--- src/rtl/param_register_bank.sv ---
// Parametrised configuration register bank: ID ROM, control word, masked R/W config registers and a live status window.
// Define PARAM_REGBANK_SHADOW_COMMIT_EN to stage config writes in a shadow array that goes live on a CONTROL commit.
module param_register_bank #(
    parameter int                         ADDR_W        = 18,
    parameter int                         DATA_W        = 32,
    parameter int                         NUM_REGS      = 16,
    parameter int                         NUM_STATUS    = 4,
    parameter logic [ADDR_W-1:0]          BASE_ADDR     = '0,
    parameter logic [NUM_REGS*DATA_W-1:0] WR_MASK       = '1,
    parameter logic [31:0]                ID0           = 32'h43524F4D,
    parameter logic [31:0]                ID1           = 32'h00080030,
    parameter logic [31:0]                ID2           = 32'h00030904,
    parameter logic [31:0]                ID3           = 32'h00000000,
    parameter logic [31:0]                DUMMY_VALUE   = 32'hDEADBEEF,
    parameter int                         RST_PULSE_LEN = 16
) (
    input  logic                                                 CLK,
    input  logic                                                 RSTb,
    input  logic [ADDR_W-1:0]                                    ADDR,
    input  logic [DATA_W-1:0]                                    DATA_IN,
    output logic [DATA_W-1:0]                                    DATA_OUT,
    input  logic                                                 CEb,
    input  logic                                                 WEb,
    input  logic                                                 REb,
    output logic                                                 RD_VALID,
    output logic                                                 WR_ACK,
    input  logic [((NUM_STATUS > 0) ? NUM_STATUS : 1)*DATA_W-1:0] STATUS_IN,
    output logic [NUM_REGS*DATA_W-1:0]                           CFG_OUT,
    output logic [NUM_REGS-1:0]                                  WR_STROBE,
    output logic                                                 USER_RESET,
    output logic                                                 COMMIT_PENDING
);

    localparam int CTRL_OFF = 4;
    localparam int REG_LO   = 8;
    localparam int STAT_LO  = REG_LO + NUM_REGS;
    localparam int WIN      = STAT_LO + NUM_STATUS;
    localparam int CNT_W    = $clog2(RST_PULSE_LEN + 1);

    logic [ADDR_W-1:0]                offset;
    logic                             in_window;
    logic                             wr_now;
    logic                             rd_now;
    logic                             wr_accept;
    logic                             ctrl_wr;
    logic                             user_rst_req;
    logic [NUM_REGS-1:0]              reg_wr;
    logic [NUM_REGS-1:0][DATA_W-1:0]  wr_word;
    logic [NUM_REGS-1:0][DATA_W-1:0]  rd_src;
    logic [DATA_W-1:0]                rd_data;

    logic                             wr_prev_q,   wr_prev_d;
    logic                             rd_valid_q,  rd_valid_d;
    logic                             wr_ack_q,    wr_ack_d;
    logic [DATA_W-1:0]                data_out_q,  data_out_d;
    logic [NUM_REGS-1:0][DATA_W-1:0]  cfg_q,       cfg_d;
    logic [NUM_REGS-1:0]              wr_strobe_q, wr_strobe_d;
    logic [CNT_W-1:0]                 rst_cnt_q,   rst_cnt_d;

`ifdef PARAM_REGBANK_SHADOW_COMMIT_EN
    logic                             commit_req;
    logic [NUM_REGS-1:0][DATA_W-1:0]  shadow_q,    shadow_d;
    logic [NUM_REGS-1:0]              dirty_q,     dirty_d;
`endif

    // Address decode; the subtraction wraps so addresses below BASE_ADDR land outside the window.
    always_comb begin
        offset       = ADDR - BASE_ADDR;
        in_window    = (offset < ADDR_W'(WIN));
        wr_now       = !CEb && !WEb;
        rd_now       = !CEb && !REb && in_window;
        wr_accept    = wr_now && !wr_prev_q && in_window;
        ctrl_wr      = wr_accept && (offset == ADDR_W'(CTRL_OFF));
        user_rst_req = ctrl_wr && DATA_IN[0];
        for (int k = 0; k < NUM_REGS; k++) begin
            reg_wr[k]  = wr_accept && (offset == ADDR_W'(REG_LO + k));
            wr_word[k] = DATA_IN & WR_MASK[k*DATA_W +: DATA_W];
        end
    end

`ifdef PARAM_REGBANK_SHADOW_COMMIT_EN
    assign commit_req = ctrl_wr && DATA_IN[1];
    assign rd_src     = shadow_q;
`else
    assign rd_src     = cfg_q;
`endif

    // NOTE: every variable in a combinational block gets a default first, otherwise unassigned paths infer latches.
    always_comb begin
        rd_data = '0;
        if (offset < ADDR_W'(CTRL_OFF)) begin
            case (offset[1:0])
                2'd0:    rd_data = ID0[DATA_W-1:0];
                2'd1:    rd_data = ID1[DATA_W-1:0];
                2'd2:    rd_data = ID2[DATA_W-1:0];
                default: rd_data = ID3[DATA_W-1:0];
            endcase
        end else if (offset == ADDR_W'(CTRL_OFF)) begin
            rd_data = '0;
        end else if (offset < ADDR_W'(REG_LO)) begin
            rd_data = DUMMY_VALUE[DATA_W-1:0];
        end else begin
            for (int k = 0; k < NUM_REGS; k++) begin
                if (offset == ADDR_W'(REG_LO + k)) begin
                    rd_data = rd_src[k];
                end
            end
            for (int s = 0; s < NUM_STATUS; s++) begin
                if (offset == ADDR_W'(STAT_LO + s)) begin
                    rd_data = STATUS_IN[s*DATA_W +: DATA_W];
                end
            end
        end
    end

    // Read data comes from the current register state, so a same-cycle write is seen only by the next read.
    always_comb begin
        wr_prev_d  = wr_now;
        rd_valid_d = rd_now;
        wr_ack_d   = wr_accept;
        data_out_d = rd_now ? rd_data : data_out_q;
    end

    always_comb begin
        rst_cnt_d = rst_cnt_q;
        if (user_rst_req) begin
            rst_cnt_d = CNT_W'(RST_PULSE_LEN);
        end else if (rst_cnt_q != '0) begin
            rst_cnt_d = rst_cnt_q - 1'b1;
        end
    end

`ifdef PARAM_REGBANK_SHADOW_COMMIT_EN
    // Commit copies the pre-write shadow, so a config write coinciding with it stays staged.
    always_comb begin
        cfg_d       = cfg_q;
        shadow_d    = shadow_q;
        dirty_d     = dirty_q;
        wr_strobe_d = '0;
        if (commit_req) begin
            cfg_d       = shadow_q;
            wr_strobe_d = dirty_q;
            dirty_d     = '0;
        end
        for (int k = 0; k < NUM_REGS; k++) begin
            if (reg_wr[k]) begin
                shadow_d[k] = wr_word[k];
                dirty_d[k]  = 1'b1;
            end
        end
    end
`else
    always_comb begin
        cfg_d       = cfg_q;
        wr_strobe_d = '0;
        for (int k = 0; k < NUM_REGS; k++) begin
            if (reg_wr[k]) begin
                cfg_d[k]       = wr_word[k];
                wr_strobe_d[k] = 1'b1;
            end
        end
    end
`endif

    // NOTE: sequential state uses non-blocking assignments so every flop samples pre-edge values.
    always_ff @(posedge CLK or negedge RSTb) begin
        if (!RSTb) begin
            wr_prev_q   <= 1'b0;
            rd_valid_q  <= 1'b0;
            wr_ack_q    <= 1'b0;
            data_out_q  <= '0;
            wr_strobe_q <= '0;
            rst_cnt_q   <= '0;
        end else begin
            wr_prev_q   <= wr_prev_d;
            rd_valid_q  <= rd_valid_d;
            wr_ack_q    <= wr_ack_d;
            data_out_q  <= data_out_d;
            wr_strobe_q <= wr_strobe_d;
            rst_cnt_q   <= rst_cnt_d;
        end
    end

    // NOTE: the register array is reset because downstream logic acts on CFG_OUT straight out of reset.
    always_ff @(posedge CLK or negedge RSTb) begin
        if (!RSTb) begin
            cfg_q <= '0;
        end else begin
            cfg_q <= cfg_d;
        end
    end

`ifdef PARAM_REGBANK_SHADOW_COMMIT_EN
    always_ff @(posedge CLK or negedge RSTb) begin
        if (!RSTb) begin
            shadow_q <= '0;
            dirty_q  <= '0;
        end else begin
            shadow_q <= shadow_d;
            dirty_q  <= dirty_d;
        end
    end

    assign COMMIT_PENDING = |dirty_q;
`else
    assign COMMIT_PENDING = 1'b0;
`endif

    assign DATA_OUT   = data_out_q;
    assign RD_VALID   = rd_valid_q;
    assign WR_ACK     = wr_ack_q;
    assign CFG_OUT    = cfg_q;
    assign WR_STROBE  = wr_strobe_q;
    assign USER_RESET = (rst_cnt_q != '0);

endmodule

--- config.mk ---
export PLATFORM = sky130hd
export DESIGN_NAME = param_register_bank
export DESIGN_NICKNAME = d
export VERILOG_FILES = /design/src/rtl/param_register_bank.sv
export SDC_FILE = /design/constraint.sdc
export NUM_CORES = 1
export LEC_CHECK = 0
export CAP_MARGIN = 0
export CORE_AREA = 10 10 279 281
export DETAILED_ROUTE_END_ITERATION = 12
export DIE_AREA = 0 0 289 291
export MAX_ROUTING_LAYER = met4
export PLACE_DENSITY = 0.71
export SLEW_MARGIN = 20
export SYNTH_ARGS = -nofsm -noshare
export SYNTH_HDL_FRONTEND = slang
export SYNTH_SLANG_ARGS = --single-unit
--- constraint.sdc ---
create_clock -name CLK -period 3.2 [get_ports CLK]
set_input_delay 0.64 -clock CLK [delete_from_list [all_inputs] [get_ports CLK]]
set_output_delay 0.64 -clock CLK [all_outputs]
set_load 0.03 [all_outputs]
Fig. 1: run 1, wiring by layer
Two of the layers only.
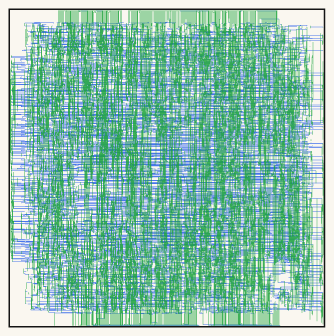
[green] M2 | wire length: 82.3 mm
[blue] M1 | wire length: 70.5 mm
detail-routed net length per standard cell: 40.6 microns
total routing resource utilization after global routing: 0.426
final wirelength: 182000 microns
via count: 28700

Fig. 2: run 1, close-up of the layout
Window x 52 to 92, y 198 to 238 microns. Cells in gray, sequential cells in the stronger gray; small squares are vias.
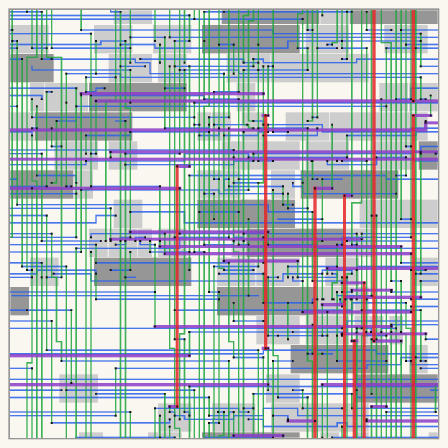
[green] M2
[blue] M1
[red] M4
[purple] M3
most frequent: mux2_2 (12), dfrtp_1 (11), nand2_1 (8)
netlist names of flops here include: CFG_OUT (11)
cells with their middle in the window: 65
sequential cells in the window: 11

Fig. 3: run 1, the clock network
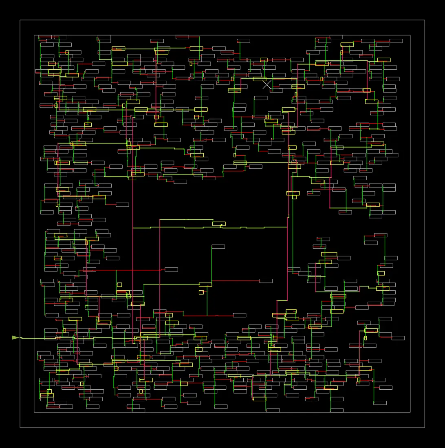
clock network latency to the later pin of the worst-skew pair: 640 ps
clock buffer instance count of the final layout: 90
number of buffers created by CTS: 67
clock group power: 7820 uW

==> impl_metrics.yaml, run 1 <==
# synthesis and place-and-route metrics
status:
  run_status: "finished, violations left"
  violations: "design-rule violations, negative setup slack"
floorplanning:
  die-height_microns: 291
  core-area_sq_mm: 0.0723
  top_level_ports: 747
  design.die.area_sq_mm: 0.0841
detailed_routing:
  post_drt_via_cell_ratio: 6.42
  drcViolationCount: 2
  drtAntennaViolNets: 0
cts:
  cts.sinks: 568
  htree_num_levels: 3
logic_synthesis:
  ys_types: 85
  synthesis.area_per_instance_sq_um: 11.7
  ys_seq_elements: 568
  netlist.area_leader.share: 0.527
  chip_area_estimate_from_yosys_synthesis_sq_mm: 0.0269
  mapped_cells: 2294
  synth-main-ff-cell: "dfrtp_1"
  enable_flop_cells: 0
placement:
  finalWeightedCongestion: 1.01
timing:
  setup_slack_ps: -25.3
  rsz_0062_raised_after_global_routing: "true"
  setup_viol_count_final: 1
  timing.final.crit_period_ps: 3230
  slew_violations: 0
  finClkSkew_ps: 30.4
power:
  p_per_area_mw_per_mm2: 378
min_path:
  hold_path_class: "flop to flop"
run:
  cap_viol_max_count: 0
  tool_warnings: 28
critical_path:
  critical_path.startpoint_type: "input pin"
  timing.setup.critical_path_class: "input pin to flop"
finish:
  logic_area_sq_mm: 0.0123
  register_area_sq_mm: 0.0142
  mostFrequentLayoutCell: "clkdlybuf4s50_1"
grt:
  initial_antenna_violation_count: 21
  grt_start_max_net_pins: 92
run 1: synth_stat cells (all sizes together), types with 13 or more instances:
cell type	n
a2111oi	15
a211oi	24
a21oi	74
a221oi	38
a222oi	30
a22oi	53
and3	32
buf	83
clkbuf	98
dfrtp	568
mux2	483
nand2	201
nand3	48
nand4	30
nor2	129
nor3	44
nor4	31
o211ai	13
o21ai	53
o221ai	22
o22ai	43
or3	14
run 1: metrics by stage:
step	TNS [ps]	cells	setup WS, ps	area, sq um
finish	-25.3	4468	-25.3	42600
global route	-65.0	4465	-27.7	42600
CTS	0	4446	1.99	42300
detailed placement	-375810	4326	-1200	40000
global placement	-373930	4326	-1360	39900
floorplan	0	2294	269	26900
run 1: layout make-up:
type	count	area share
antenna	12	0.000704
clock buffer	90	0.0442
clock inverter	25	0.00672
inverter	11	0.000968
multi-input combinational	1534	0.289
sequential	568	0.333
tap	959	0.0281
timing repair buffer	1269	0.297
run 1: metal layers:
layer / up-vias / share of wire / GRT usage
li1: 11000 / - / -
met1: 14900 / 0.39 / 0.534
met2: 2308 / 0.45 / 0.648
met3: 496 / 0.10 / 0.0993
met4: 0 / 0.053 / 0.188
met5: - / 0 / -
run 1: worst paths after layout:
path	from	endpoint	slack, ps	cells after the start
max in group asynchronous	RSTb	CFG_OUT[271]	1600	3
min in group asynchronous	RSTb	CFG_OUT[287]	570	2
worst max-delay path	ADDR[0]	DATA_OUT[13]	-30	12
worst min register to register	DATA_OUT[20]	DATA_OUT[20]	490	2
worst max register to register	wr_prev_q	CFG_OUT[30]	600	6
worst min-delay path	DATA_OUT[20]	DATA_OUT[20]	490	2
run 1: cells by family after synthesis:
family	after synthesis	synth area share
DFF	568	0.527
xor gates and xnor gates	4	0.00130
buffers and inverters	192	0.0307
AOI/OAI and AO/OA	448	0.121
other	1	0.000139
muxes	496	0.207
and+or+nand+nor	583	0.111
adders and majority gates	2	0.000928
run 1: report_power, final:
| part | switching (uW) | internal, uW | total, uW |
|---|---|---|---|
| clock | 3330 | 4490 | 7820 |
| combinational | 646 | 412 | 1060 |
| sequential | 29.0 | 7220 | 7250 |
run 1: critical path, cell delays in order:
cell and delay (ps):
clkdlybuf4s50_1 460, buf_4 150, buf_4 130, nor4b_2 790, buf_4 280, a22o_1 150, a32o_1 120, a211oi_1 50
o311ai_2 530, buf_4 210, a21oi_1 60, o21ai_0 170
run 1: sequential cells by signal (all words and copies together) (netlist names):
name	cells
CFG_OUT	512
DATA_OUT	32
RD_VALID	1
WR_ACK	1
WR_STROBE	16
rst_cnt_q	5
wr_prev_q	1
run 1: repair_timing:
action	in CTS	in global routing
setup endpoints to repair	436	126
setup buffers	4	7
gates cloned	0	3
hold buffers	1	0
resized	32	36
pin swaps	3	12
endpoints found under the hold margin	8	0
==> inputs of run 2 (changes only) <==
SETUP_SLACK_MARGIN = 0.05   (was unset)
Fig. 4: run 2, the clock network
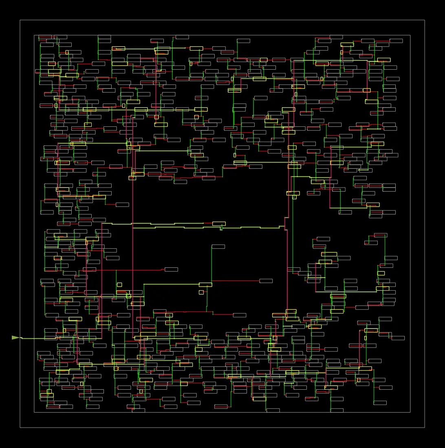
Clock Skews: 25.8 ps
seq_cells: 568
Sink Count: 568

==> impl_metrics.yaml, run 2 <==
# synthesis and place-and-route metrics
critical_path:
  critical_path.startpoint_type: "input pin"
  timing.setup.critical_path_class: "input pin to flop"
detailed_routing:
  drtAntennaViolNets: 0
  drcViolationCount: 0
  post_drt_via_cell_ratio: 6.39
grt:
  grt_usage: 0.426
  grt_util_met1: 0.531
  grt-busiest-layer: "met2"
finish:
  register_area_sq_mm: 0.0142
logic_synthesis:
  synth-main-ff-cell: "dfrtp_1"
  post_synth_most_frequent_cells: "568 x dfrtp_1, 470 x mux2_2, 201 x nand2_1"
  synthesis.area_per_instance_sq_um: 11.7
  ys_seq_elements: 568
  enable_flop_cells: 0
cts:
  cts_inserted_buffers: 67
  clock_network_latency_to_the_later_pin_of_the_worst_skew_pair_ps: 630
floorplanning:
  design.die.area_sq_mm: 0.0841
  top_level_ports: 747
  core-area_sq_mm: 0.0723
run:
  cap_viol_max_count: 0
  tool_warnings: 28
timing:
  slew_violations: 0
min_path:
  hold_path_class: "flop to flop"
status:
  run_status: "finished, final reports clean"
Fig. 5: run 2, where the registers sit
The bar under the picture is 100 microns long. Other sequential cells in the stronger gray, the rest of the logic in the fainter gray.
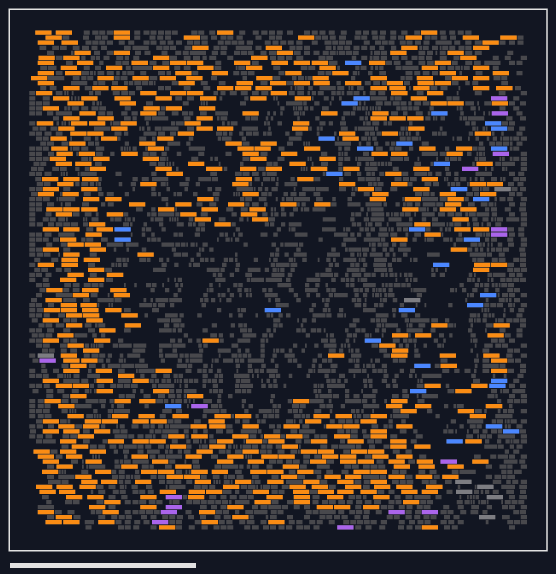
[blue] DATA_OUT | placed flops: 32
[purple] WR_STROBE | placed flops: 16 | where: all over the die
[orange] CFG_OUT | placed flops: 512 | where: all over the die
not colored: 8

-- run 2: cell count changes in the layout (fill, tap and decap cells not counted), moves of 4 or more --
| cell | previous run | this run |
|---|---|---|
| buf_6 | 3 | 9 |
| nor2_1 | 104 | 100 |
| diode_2 | 12 | 16 |
| nor2_2 | 13 | 17 |
-- run 2: cell families after synthesis --
family / Yosys count / share of synthesized area
AOI/OAI and AO/OA: 448 / 0.121
xor gates and xnor gates: 4 / 0.00130
adders and majority gates: 2 / 0.000928
buffers and inverters: 192 / 0.0307
DFF: 568 / 0.527
muxes: 496 / 0.207
other: 1 / 0.000139
and+or+nand+nor: 583 / 0.111
-- run 2: layer usage --
layer,vias to the layer above,share of wire
met4,0,0.051
met3,505,0.11
li1,11000,-
met2,2213,0.45
met1,14900,0.39
met5,-,0
-- run 2: path summary, 6_finish.rpt --
| path | from | to | slack [ps] | depth (start not counted) |
|---|---|---|---|---|
| worst max-delay path | ADDR[0] | DATA_OUT[13] | 4 | 12 |
| min in group asynchronous | RSTb | CFG_OUT[287] | 580 | 2 |
| worst min register to register | DATA_OUT[20] | DATA_OUT[20] | 490 | 2 |
| max in group asynchronous | RSTb | CFG_OUT[370] | 1600 | 3 |
| worst min-delay path | DATA_OUT[20] | DATA_OUT[20] | 490 | 2 |
| worst max register to register | wr_prev_q | CFG_OUT[30] | 650 | 6 |
-- run 2: worst max-delay path, cell delays in order --
cell and delay [ps]:
clkdlybuf4s50_1 460, buf_4 150, buf_4 130, nor4b_2 820, buf_4 290, a22o_1 150
a32o_1 120, a211oi_1 60, o311ai_2 460, buf_4 210, a21oi_1 70, o21ai_0 170
-- run 2: cell type report --
cell class,count,share of cell area
inverters,11,0.000966
multi-input cells,1534,0.290
diodes,16,0.000937
repair buffers,1273,0.297
flip-flops and latches,568,0.333
clock buffers,90,0.0441
clock inverters,25,0.00670
well taps,959,0.0281
-- run 2: what timing repair did --
action	4_1_cts	5_1_grt
gates cloned	0	2
buffers inserted	7	9
endpoints found under the setup margin	541	170
pin swaps	8	22
hold buffers	1	0
gates resized	41	45
endpoints found under the hold margin	8	0
-- run 2: report_power, final --
part           total [uW]  switching (uW)  internal, uW
sequential           7250            30.1          7220
clock                7820            3330          4490
combinational        1050             644           411
-- run 2: per-stage QoR --
stage                     setup slack, ps  std cells  instance area, sq um  setup TNS, ps  hold slack (ps)
after global routing                 15.8       4471                 42700              0              515
final                                3.83       4476                 42700              0              488
after detailed placement            -1200       4326                 40000        -375810              478
after global placement              -1360       4326                 39900        -373930              479
after CTS                            54.4       4449                 42400              0              492
after floorplan                       269       2294                 26900              0              344
Power and IR drop assume default switching activity.
